run_1/power_grid.png
Scale bar: 20 um. Pins as bars on the die edge. Tap cells in gray.
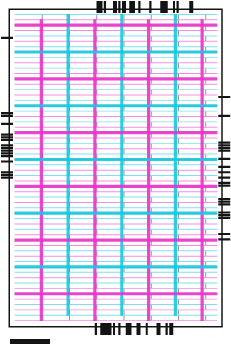
run_1/placement_by_type.png
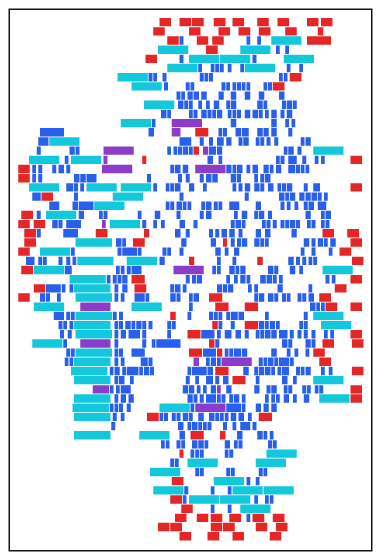
run_1/clk_routes.png
Scale bar: 20 um.
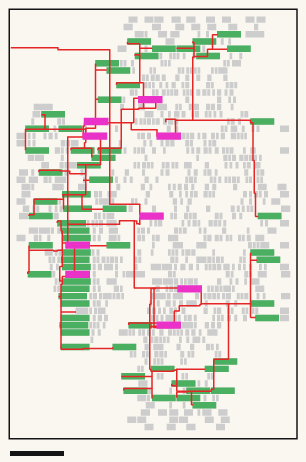
===== src/rtl/interface_output.sv =====
// Back end of the CORDIC pipeline: queues quadrant tags as reduced angles enter the core,
// then unfolds each returned cos/sin pair into its original quadrant behind a valid/ready register.
module interface_output #(
    parameter int DATA_WIDTH      = 16,
    parameter int FIFO_DEPTH      = 8,
    parameter int FIFO_ADDR_WIDTH = 3
) (
    input  logic                  clk,
    input  logic                  rst,
    input  logic                  q_push,
    input  logic [1:0]            q_in,
    output logic                  q_full,
    output logic                  q_overflow,
    input  logic                  res_valid,
    output logic                  res_ready,
    input  logic [DATA_WIDTH-1:0] cos_in,
    input  logic [DATA_WIDTH-1:0] sin_in,
    output logic                  out_valid,
    input  logic                  out_ready,
    output logic [DATA_WIDTH-1:0] cos_out,
    output logic [DATA_WIDTH-1:0] sin_out,
    output logic [1:0]            quadrant_out,
    output logic                  res_underflow
);

    localparam logic [FIFO_ADDR_WIDTH:0] DEPTH_CNT = (FIFO_ADDR_WIDTH+1)'(FIFO_DEPTH);
    localparam logic [FIFO_ADDR_WIDTH:0] CNT_ONE   = (FIFO_ADDR_WIDTH+1)'(1);
    localparam logic [DATA_WIDTH-1:0]    S_MIN     = {1'b1, {(DATA_WIDTH-1){1'b0}}};
    localparam logic [DATA_WIDTH-1:0]    S_MAX     = ~S_MIN;

    logic [1:0]                tag_mem [FIFO_DEPTH];
    logic [FIFO_ADDR_WIDTH:0]  wr_ptr_reg, rd_ptr_reg, count_reg;
    logic [FIFO_ADDR_WIDTH:0]  wr_ptr_next, rd_ptr_next, count_next;
    logic                      overflow_reg, underflow_reg, out_valid_reg;
    logic [DATA_WIDTH-1:0]     cos_reg, sin_reg, cos_next, sin_next;
    logic [1:0]                quad_reg, tag_head;
    logic                      empty, full, push, pop;

    // Negating the most negative value would wrap back onto itself; clamp it instead.
    function automatic logic [DATA_WIDTH-1:0] sat_neg(input logic [DATA_WIDTH-1:0] x);
        return (x == S_MIN) ? S_MAX : ({DATA_WIDTH{1'b0}} - x);
    endfunction

    assign empty     = (count_reg == '0);
    assign full      = (count_reg == DEPTH_CNT);
    assign res_ready = !empty && (!out_valid_reg || out_ready);
    assign push      = q_push && !full;
    assign pop       = res_valid && res_ready;
    assign tag_head  = tag_mem[rd_ptr_reg[FIFO_ADDR_WIDTH-1:0]];

    always_ff @(posedge clk) begin
        if (push) begin
            tag_mem[wr_ptr_reg[FIFO_ADDR_WIDTH-1:0]] <= q_in;
        end
    end

    always_comb begin
        wr_ptr_next = wr_ptr_reg;
        rd_ptr_next = rd_ptr_reg;
        count_next  = count_reg;
        if (push) wr_ptr_next = wr_ptr_reg + CNT_ONE;
        if (pop)  rd_ptr_next = rd_ptr_reg + CNT_ONE;
        case ({push, pop})
            2'b10:   count_next = count_reg + CNT_ONE;
            2'b01:   count_next = count_reg - CNT_ONE;
            default: count_next = count_reg;
        endcase
    end

    // Rotate the first-quadrant result by the multiple of 90 degrees the tag encodes.
    always_comb begin
        cos_next = cos_in;
        sin_next = sin_in;
        case (tag_head)
            2'b10: begin
                cos_next = sat_neg(sin_in);
                sin_next = cos_in;
            end
            2'b11: begin
                cos_next = sat_neg(cos_in);
                sin_next = sat_neg(sin_in);
            end
            2'b01: begin
                cos_next = sin_in;
                sin_next = sat_neg(cos_in);
            end
            default: begin
                cos_next = cos_in;
                sin_next = sin_in;
            end
        endcase
    end

    always_ff @(posedge clk or negedge rst) begin
        if (!rst) begin
            wr_ptr_reg    <= '0;
            rd_ptr_reg    <= '0;
            count_reg     <= '0;
            overflow_reg  <= 1'b0;
            underflow_reg <= 1'b0;
            out_valid_reg <= 1'b0;
            cos_reg       <= '0;
            sin_reg       <= '0;
            quad_reg      <= 2'b00;
        end else begin
            wr_ptr_reg <= wr_ptr_next;
            rd_ptr_reg <= rd_ptr_next;
            count_reg  <= count_next;
            if (q_push && full)     overflow_reg  <= 1'b1;
            if (res_valid && empty) underflow_reg <= 1'b1;
            // An out-fire and a fresh accept in the same cycle reload directly, no bubble.
            if (pop) begin
                out_valid_reg <= 1'b1;
                cos_reg       <= cos_next;
                sin_reg       <= sin_next;
                quad_reg      <= tag_head;
            end else if (out_valid_reg && out_ready) begin
                out_valid_reg <= 1'b0;
            end
        end
    end

    assign q_full        = full;
    assign q_overflow    = overflow_reg;
    assign res_underflow = underflow_reg;
    assign out_valid     = out_valid_reg;
    assign cos_out       = cos_reg;
    assign sin_out       = sin_reg;
    assign quadrant_out  = quad_reg;

endmodule


===== config.mk =====
export PLATFORM = sky130hd
export DESIGN_NAME = interface_output
export DESIGN_NICKNAME = d
export VERILOG_FILES = /design/src/rtl/interface_output.sv
export SDC_FILE = /design/constraint.sdc
export NUM_CORES = 1
export LEC_CHECK = 0
export ABC_AREA = 1
export CORE_AREA = 2 2 105 158
export CTS_CLUSTER_SIZE = 28
export DETAILED_ROUTE_END_ITERATION = 10
export DIE_AREA = 0 0 107 160
export GPL_TIMING_DRIVEN = 0
export MAX_ROUTING_LAYER = met4
export SKIP_CTS_REPAIR_TIMING = 1
export SYNTH_ARGS = -nofsm -noshare
export SYNTH_HDL_FRONTEND = slang
export SYNTH_SLANG_ARGS = --single-unit

===== constraint.sdc =====
create_clock -name clk -period 3 [get_ports clk]
set_input_delay 0.3 -clock clk [delete_from_list [all_inputs] [get_ports clk]]
set_output_delay 0.3 -clock clk [all_outputs]
set_load 0.02 [all_outputs]

==> results.txt, run 1 <==
Notes from the flow run.

Run status:
- The flow ran to the end, and the final reports show no timing, DRC or antenna violations.

Yosys:
- Ranked by total cell area, the synthesized netlist is headed by sky130_fd_sc_hd__dfrtp_1, sky130_fd_sc_hd__nand2_1, sky130_fd_sc_hd__edfxtp_1, sky130_fd_sc_hd__nand3_1, sky130_fd_sc_hd__inv_1.
- The run gives the number of distinct library cells after synthesis as 30.
- The run gives the synthesized netlist net count as between 700 and 800.
- The run gives the cell taking the most area after synthesis as sky130_fd_sc_hd__dfrtp_1.
- The run gives the yosys warning tally as 0.
- Summing every instance area after synthesis gives about 0.0046 mm^2.
- The area fraction of the largest cell type after synthesis is about a quarter.
- The run puts the number of cells in Yosys stat at roughly 710.
- The run puts the chip area estimate from yosys synthesis at 0.00463 mm^2.
- The run puts the post-synthesis sequential element count at around 63.
- The run puts the number of standard cells after synthesis at 708.
- The run gives the register area share after synthesis as 35.8%.
- The run puts the per-instance average area after synthesis at between 6 and 7 um^2.

Worst setup path:
- The run gives the critical path launch point type as a register.
- The run gives the cell with the largest stage delay on the worst path as sky130_fd_sc_hd__dfrtp_1.
- The run puts the worst reg-to-reg path cell count at 14.
- The critical path starts at count_reg[1]$_DFFE_PN0P_.
- The run gives the startpoint of the worst register-to-register path as count_reg[1]$_DFFE_PN0P_.
- The run puts the maximum net fanout on the critical path at 10.
- The run puts the arrival time at the worst endpoint at 2840 ps.
- The run gives the element type at the critical path end as a register.
- The run gives the dominant cell type by count on the critical path as sky130_fd_sc_hd__nand2_1.
- Walking the worst path, the cells encountered are inv_1 > nand3_1 > nand2_1 > inv_1 > nand2_1 > inv_2 > buf_2 > ha_1 > ha_1 > a21oi_1 > nand2_1 > a21oi_1 > o21ai_0 > xor2_1.
- The run gives the required time at the endpoint of the critical path as between 3000 and 4000 ps.

Final timing:
- Setup repair after global routing left no endpoint under its margin.
- The run gives the setup TNS after final layout as 0 ps.
- The final timing report lists a hold violation count of 0.
- The run gives the post-layout minimum cycle time as roughly 2600 ps.
- The run puts the final worst slack at about 370 ps.
- The clock arrives with approximately 12 ps of skew.
- In this run the tightest slew margin relative to its limit is 57.5%.
- The final timing summary puts the cycle share of the worst path at 87.8%.
- The run puts the highest achievable clock rate at 380 MHz.
- The run puts the count of endpoints failing setup in the final report at 0.
- The run gives the max-slew violation count as 0.
- Looking at the max-slew report, the worst-margin pin has a slew of around 640 ps.

Placement:
- The run gives the final RePlAce weighted congestion as 0.946.
- Summed over all nets, the half-perimeter wirelength after detailed placement is about 12000 um.
- The pre-CTS setup check shows a worst slack of around 5.4 ps.
- The placement report lists the number of port buffers as around 77.

Clock network:
- The run gives the CTS tree as done.
- The tree is rooted in a sky130_fd_sc_hd__clkbuf_16.
- The skew report gives the latency at the later pin of the worst-skew pair as 340 ps.
- The clock passes through at most 2 buffers.
- The run puts the clock-pin transition on the worst setup and hold timing paths at approximately 60 ps.
- The run puts the sink count of the clock tree at approximately 63.
- The run puts the maximum level of the CTS H-tree at 3.
- Counting the buffers created by CTS gives 9.

Job:
- The run puts the number of warnings in the stage logs at 26.
- The run gives the total of max-cap violations as 0.

Global route:
- For met3 alone, demand over resource in global routing was approximately 3.1%.
- The first global-routing pass estimated 23700 um of wire.
- The run puts the total congestion overflow after global routing at 0.
- The run gives the global-route total usage across every layer as around 18%.
- The run puts the met1 usage in global routing at between 15 and 20%.
- Entering global routing, the biggest net connects 29 pins.
- The run gives the busiest metal layer after global routing as met2.
- The number of antenna violations at the first check in global routing is 0.

Route:
- The run puts the met3 wire length at ~700 um.
- After detailed routing, the number of remaining DRC violations is 0.
- The run gives the mean routed wirelength per cell as roughly 15 um.
- The run puts the overall via count from detail_route at roughly 4.7k.
- The final layout contains routed wiring with a total length of around 15000 um.
- In the routed layout, each cell is associated on average with a via count of about 4.6.
- The run gives the number of iterations in the first detailed-routing pass as 5.
- In this run, the number of DRC markers left after iteration 0 of detailed routing was ~210.
- Signal nets in the final route climb as high as met4.
- The run puts the met1 wire length at about 5700 um.
- Detailed routing placed a total of between 7000 and 8000 um of wire on met2.

Final layout:
- Relative to the synthesized area, the layout overhead comes to 28.5%.
- The run puts the fraction of final layout cells sized beyond drive strength 1 at 7.10%.
- The run puts the total inserted antenna cells at 0.
- The run puts the final net count at between 800 and 900.
- The library cell used most frequently in the layout, excluding fill and tap cells, is sky130_fd_sc_hd__nand2_1.
- Per the cell usage report, the commonest logic cells after layout are sky130_fd_sc_hd__nand2_1, sky130_fd_sc_hd__inv_1, sky130_fd_sc_hd__nand3_1.

Pwr:
- The run puts the power density over the cells at roughly 1100 mW/mm^2.
- The power report puts the leakage power at approximately 0.0030 uW.
- The run puts the maximum resistive drop on vdd at ~430 uV.
- The run puts the total design power at 6490 uW.

Floorplanning:
- The run puts the total I/O pin count at just under 80.
- The overall die size recorded for this design is roughly 0.017 mm^2.
- At the floorplan stage, the core utilization is reported as about 29%.
- The vertical die dimension reported for this design is between 150 and 200 um.
- The run gives the width of the chip as 107 um.

Min path:
- Note that the worst hold path type here is in2async.
Back to the opening pictures, power_grid.png:
VSS: shown in magenta. VDD: shown in cyan.
The core has 57 rows. 58 met1 rails follow the rows. 7 straps on met4.

Back to the opening pictures, placement_by_type.png:
flops: shown in cyan, cells 63, share of their area 29%. other buffers and delay cells: shown in red, cells 103, share of their area 17%. clock drivers and dummy loads: shown in purple, cells 16, share of their area 4.7%. combinational and other logic: shown in blue, cells 621, share of their area 49%.
share of cell area taken by flip-flops and latches: 27.8%
final instance area: 0.00595 mm^2
utilization of the core after routing: 37.4%
standard-cell row count: 57
core region area: 0.0159 mm^2

Back to the opening pictures, clk_routes.png:
clock drivers: shown in magenta, count 9. flip-flops: shown in green, count 63. clock wires: shown in red, length 1130 um.
There are 10 routed clock nets.

==> run 1: metrics by stage <==
stage          std cells  cell area (um^2)  hold slack [ps]
5_1_grt             1009              5950              497
6_report            1009              5950              462
4_1_cts             1008              5940            -43.0
3_5_place_dp         992              5670              315
2_1_floorplan        708              4630             4.41
3_3_place_gp         991              5660              445
==> run 1: critical path, delay by kind of cell (launching register included) <==
kind                     cells  cell delay (ps)
buffers and inverters        4              620
adder cells (fa/ha/maj)      2              570
flip-flops                   1              410
AND-OR/OR-AND                3              390
AND/OR/NAND/NOR              4              380
XOR/XNOR                     1              150
==> run 1: cells in the mapped netlist <==
cell type,n
sky130_fd_sc_hd__nor2_4,1
sky130_fd_sc_hd__o21ai_0,64
sky130_fd_sc_hd__nand3_1,87
sky130_fd_sc_hd__buf_2,9
sky130_fd_sc_hd__nand2_2,2
sky130_fd_sc_hd__o21ai_1,12
sky130_fd_sc_hd__nand2_4,2
sky130_fd_sc_hd__clkbuf_1,3
sky130_fd_sc_hd__nand4_1,3
sky130_fd_sc_hd__nor2_1,47
sky130_fd_sc_hd__fa_1,1
sky130_fd_sc_hd__nor2_8,1
sky130_fd_sc_hd__inv_6,1
sky130_fd_sc_hd__or2_2,4
sky130_fd_sc_hd__buf_6,12
sky130_fd_sc_hd__ha_1,7
sky130_fd_sc_hd__xnor2_1,1
sky130_fd_sc_hd__dfrtp_1,47
sky130_fd_sc_hd__nand3b_1,1
sky130_fd_sc_hd__a21o_1,1
sky130_fd_sc_hd__nand3_2,3
sky130_fd_sc_hd__inv_2,3
sky130_fd_sc_hd__inv_1,97
sky130_fd_sc_hd__a21oi_1,5
sky130_fd_sc_hd__o21bai_1,3
sky130_fd_sc_hd__nand2_1,262
sky130_fd_sc_hd__nor4_1,1
sky130_fd_sc_hd__edfxtp_1,16
sky130_fd_sc_hd__xor2_1,9
sky130_fd_sc_hd__nor2_2,3
==> run 1: report_power, final <==
part	internal (uW)	leakage [uW]	total [uW]	switching [uW]
combinational	1570	0.00217	4070	2500
sequential	1230	0.000715	1450	213
clock	576	0.000130	968	392
total	3380	0.00301	6490	3100
==> run 1: cell type report <==
class / count / area [um^2]
inverter: 101 / 384
sequential: 63 / 1660
clock buffer: 12 / 246
fill: 1720 / 9950
buffer: 24 / 191
tap: 206 / 258
multi-input combinational: 520 / 2400
clock inverter: 4 / 21.3
timing repair buffer: 79 / 796
==> run 1: cells by family (layout without fill, tap and decap cells) <==
group	after synthesis	after routing	synth area share [%]
adders and majority gates	8	8	2.32
xor gates and xnor gates	10	10	1.89
DFF	63	63	35.8
AOI/OAI and AO/OA	85	85	9.40
buffers and inverters	125	220	12.4
and+or+nand+nor	417	417	38.2
==> run 1: worst paths after layout <==
path                            slack [ps]                   endpoint
worst max-delay path                   370   count_reg[3]$_DFFE_PN0P_
worst min-delay path                   460     sin_out[6]$_DFFE_PN0P_
worst max register to register         370   count_reg[3]$_DFFE_PN0P_
worst min register to register         470     q_overflow$_DFFE_PN0P_
max in group asynchronous             2000  rd_ptr_reg[2]$_DFFE_PN0P_
min in group clk                       470     q_overflow$_DFFE_PN0P_
==> run 2: changes to the inputs <==
GPL_ROUTABILITY_DRIVEN = 0   (was not set)
run_2/clk_routes.png
Scale bar: 20 um.
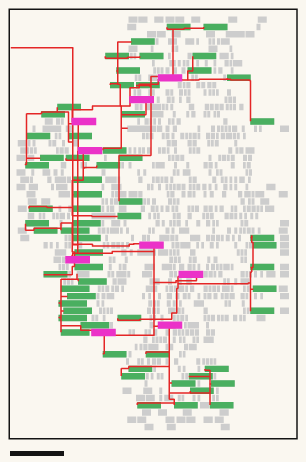
clock drivers: shown in magenta, count 9. flip-flops: shown in green, count 63. clock wires: shown in red, length 1080 um.
There are 10 routed clock nets.
Worst-Skew Late Latency: 340 ps
clock network power consumption: 1140 uW
fraction of power consumed by the clock network: 17.1%

run_2/power_grid.png
Scale bar: 20 um. Pins as bars on the die edge. Tap cells in gray.
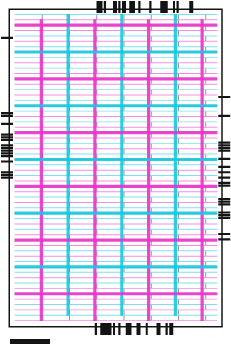
VSS: shown in magenta. VDD: shown in cyan.
206 tap cells. The core has 57 rows. 7 straps on met4. 78 signal pins sit on the boundary.
Worst VDD drop: 417 uV
Die Span X: 107 um

==> run 2 against run 1 <==
Combinational power is essentially flat. Final cell count is the same. Largest cell class unchanged. Via count is 1.5% higher. Highest routed layer unchanged. Core utilization rose by 0.38 points.
==> results.txt, run 2 <==
Notes from the flow run.

Route:
- The routed design shows a via density per instance of ~4.7.
- The run puts the number of iterations in the first detailed-routing pass at 5.
- The run gives the final wirelength as 14700 um.
- Per the detail_route report, routed wire per instance is between 10 and 15 um.

Min path:
- The tightest min-delay check is of the in2async type.

Pwr:
- The run puts the leakage power of the design at approximately 0.0030 uW.

Worst setup path:
- The critical path crosses 14 cells after its start point.
- The run gives the required time at the endpoint of the critical path as 3210 ps.
- The run gives the arrival time at the worst endpoint as approximately 2800 ps.
- The run gives the critical path launch point type as a register.
- The run gives the combined buffer and inverter count along the critical path as 4.
- In this run the worst path has a maximum fanout of 10.
- The run gives the startpoint of the worst register-to-register path as count_reg[1]$_DFFE_PN0P_.
- The worst register-to-register path has a setup slack of around 370 ps.
- The run gives the source of the critical timing path as count_reg[1]$_DFFE_PN0P_.
- The signal on the critical path passes through inv_1 > nand3_1 > nand2_1 > inv_1 > nand2_1 > inv_2 > buf_2 > ha_1 > ha_1 > a21oi_1 > nand2_1 > a21oi_1 > o21ai_0 > xor2_1.

Run status:
- The flow ran to the end, and the final reports show no timing, DRC or antenna violations.

Yosys:
- The run puts the share of the synthesized area in the top cell type at around a quarter.
- The run gives the yosys warning tally as 0.
- The main area contributors are sky130_fd_sc_hd__dfrtp_1, sky130_fd_sc_hd__nand2_1, sky130_fd_sc_hd__edfxtp_1, sky130_fd_sc_hd__nand3_1, sky130_fd_sc_hd__inv_1.
- The run gives the most used standard cell by instance count after synthesis as sky130_fd_sc_hd__nand2_1.
- The run puts the synthesized netlist net count at 755.
- The run gives the summed instance area of the synthesized netlist as 0.00463 mm^2.
- Yosys reports that the most numerous cell types are sky130_fd_sc_hd__nand2_1, sky130_fd_sc_hd__inv_1, sky130_fd_sc_hd__nand3_1, sky130_fd_sc_hd__o21ai_0.

Clock network:
- Looking at the clock tree report, the maximum root-to-sink buffer count equals 2.
- The run puts the TritonCTS buffer count at 9.
- The number of clock sinks came to ~63.
- The run gives the CTS tree as done.
- Per the CTS log, the maximum H-tree level is 3.
- The run gives the clock-pin transition on the worst setup and hold timing paths as 60 ps.

Final layout:
- Of the cells placed in the final design, the portion with a size suffix greater than 1 is 7.47%.
- In the layout the commonest cells are sky130_fd_sc_hd__nand2_1, sky130_fd_sc_hd__inv_1, sky130_fd_sc_hd__nand3_1.
- Relative to the synthesized area, the layout overhead comes to 29.8%.
- The run gives the final net count as 845.
- The run gives the total inserted antenna cells as 0.

Final timing:
- The run gives the relative slew slack as around 60%.
- Setup repair after global routing left no endpoint under its margin.
- After layout, the worst path uses 87.7% of the clock period.
- The transition time recorded at the tightest slew-check pin is slightly above 600 ps.

Global route:
- The run puts the total congestion overflow after global routing at 0.
- The number of antenna violations at the first check in global routing is 0.
- Entering global routing, the biggest net connects 29 pins.

Floorplanning:
- Per the OpenROAD floorplan log, the area of the core is approximately 0.016 mm^2.
- The run puts the total I/O pin count at between 70 and 80.
- The run puts the chip footprint at between 0.015 and 0.02 mm^2.
- According to the floorplan log, the row count is approximately 57.

Placement:
- The run gives the detailed placer's ending HPWL as 11600 um.
- Buffers placed on the I/O ports in this run total approximately 77.

Job:
- Max-cap violations in this run came to 0.
run_2/placement_by_type.png
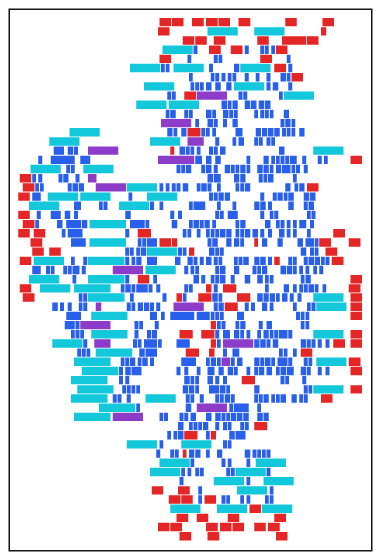
flops: shown in cyan, cells 63, share of their area 29%. clock drivers and dummy loads: shown in purple, cells 16, share of their area 5.7%. other buffers and delay cells: shown in red, cells 103, share of their area 17%. combinational and other logic: shown in blue, cells 621, share of their area 48%.

## run 2: cell counts after synthesis
Identical to the previous run, type by type.
## run 2: through the flow
step	cell area [um^2]	setup WS [ps]	utilization [%]	std cells	hold WS [ps]
floorplan	4630	239	-	708	4.41
global placement	5660	45.6	35.6	991	448
detailed placement	5670	-0.809	35.7	992	320
CTS	6000	227	37.7	1008	-52.3
global route	6010	53.9	37.8	1009	500
finish	6010	368	37.8	1009	465
## run 2: area by class of cell
class                      count  area (um^2)
buffer                        24          191
clock buffer                  12          278
clock inverter                 4         50.0
fill                        1706         9890
inverter                     101          384
multi-input combinational    520         2400
sequential                    63         1660
tap                          206          258
timing repair buffer          79          796
## run 2: worst min-delay path by stage
stage	end	slack, ps	depth (start not counted)
5_1_grt	sin_out[6]$_DFFE_PN0P_	500	2
3_5_place_dp	sin_out[6]$_DFFE_PN0P_	320	1
6_report	sin_out[6]$_DFFE_PN0P_	470	2
2_1_floorplan	cos_out[0]$_DFFE_PN0P_	4	0
3_3_place_gp	q_overflow$_DFFE_PN0P_	450	1
4_1_cts	sin_out[6]$_DFFE_PN0P_	-50	1
## run 2: cells by family (layout without fill, tap and decap cells)
family / count (synthesis) / count (layout) / share of synthesized area [%]
and+or+nand+nor: 417 / 417 / 38.2
buffers and inverters: 125 / 220 / 12.4
AOI/OAI and AO/OA: 85 / 85 / 9.40
DFF: 63 / 63 / 35.8
xor gates and xnor gates: 10 / 10 / 1.89
adders and majority gates: 8 / 8 / 2.32
## run 2: metal layers
| layer | global-route usage [%] | part of all wire, % | vias to the layer above | routed length, um |
|---|---|---|---|---|
| met1 | 19.3 | 37 | 2117 | 5420 |
| li1 | - | - | 2404 | - |
| met5 | - | 0 | - | 0 |
| met2 | 32.3 | 52 | 168 | 7590 |
| met3 | 3.55 | 5.7 | 50 | 839 |
| met4 | 11.3 | 5.5 | 0 | 807 |
## run 2: power by group
part | leakage, uW | internal [uW] | switching [uW]
registers | 0.000715 | 1230 | 223
clock network | 0.000156 | 738 | 403
logic | 0.00217 | 1570 | 2490
No activity file was given, so power comes from the tool's default toggle rates.
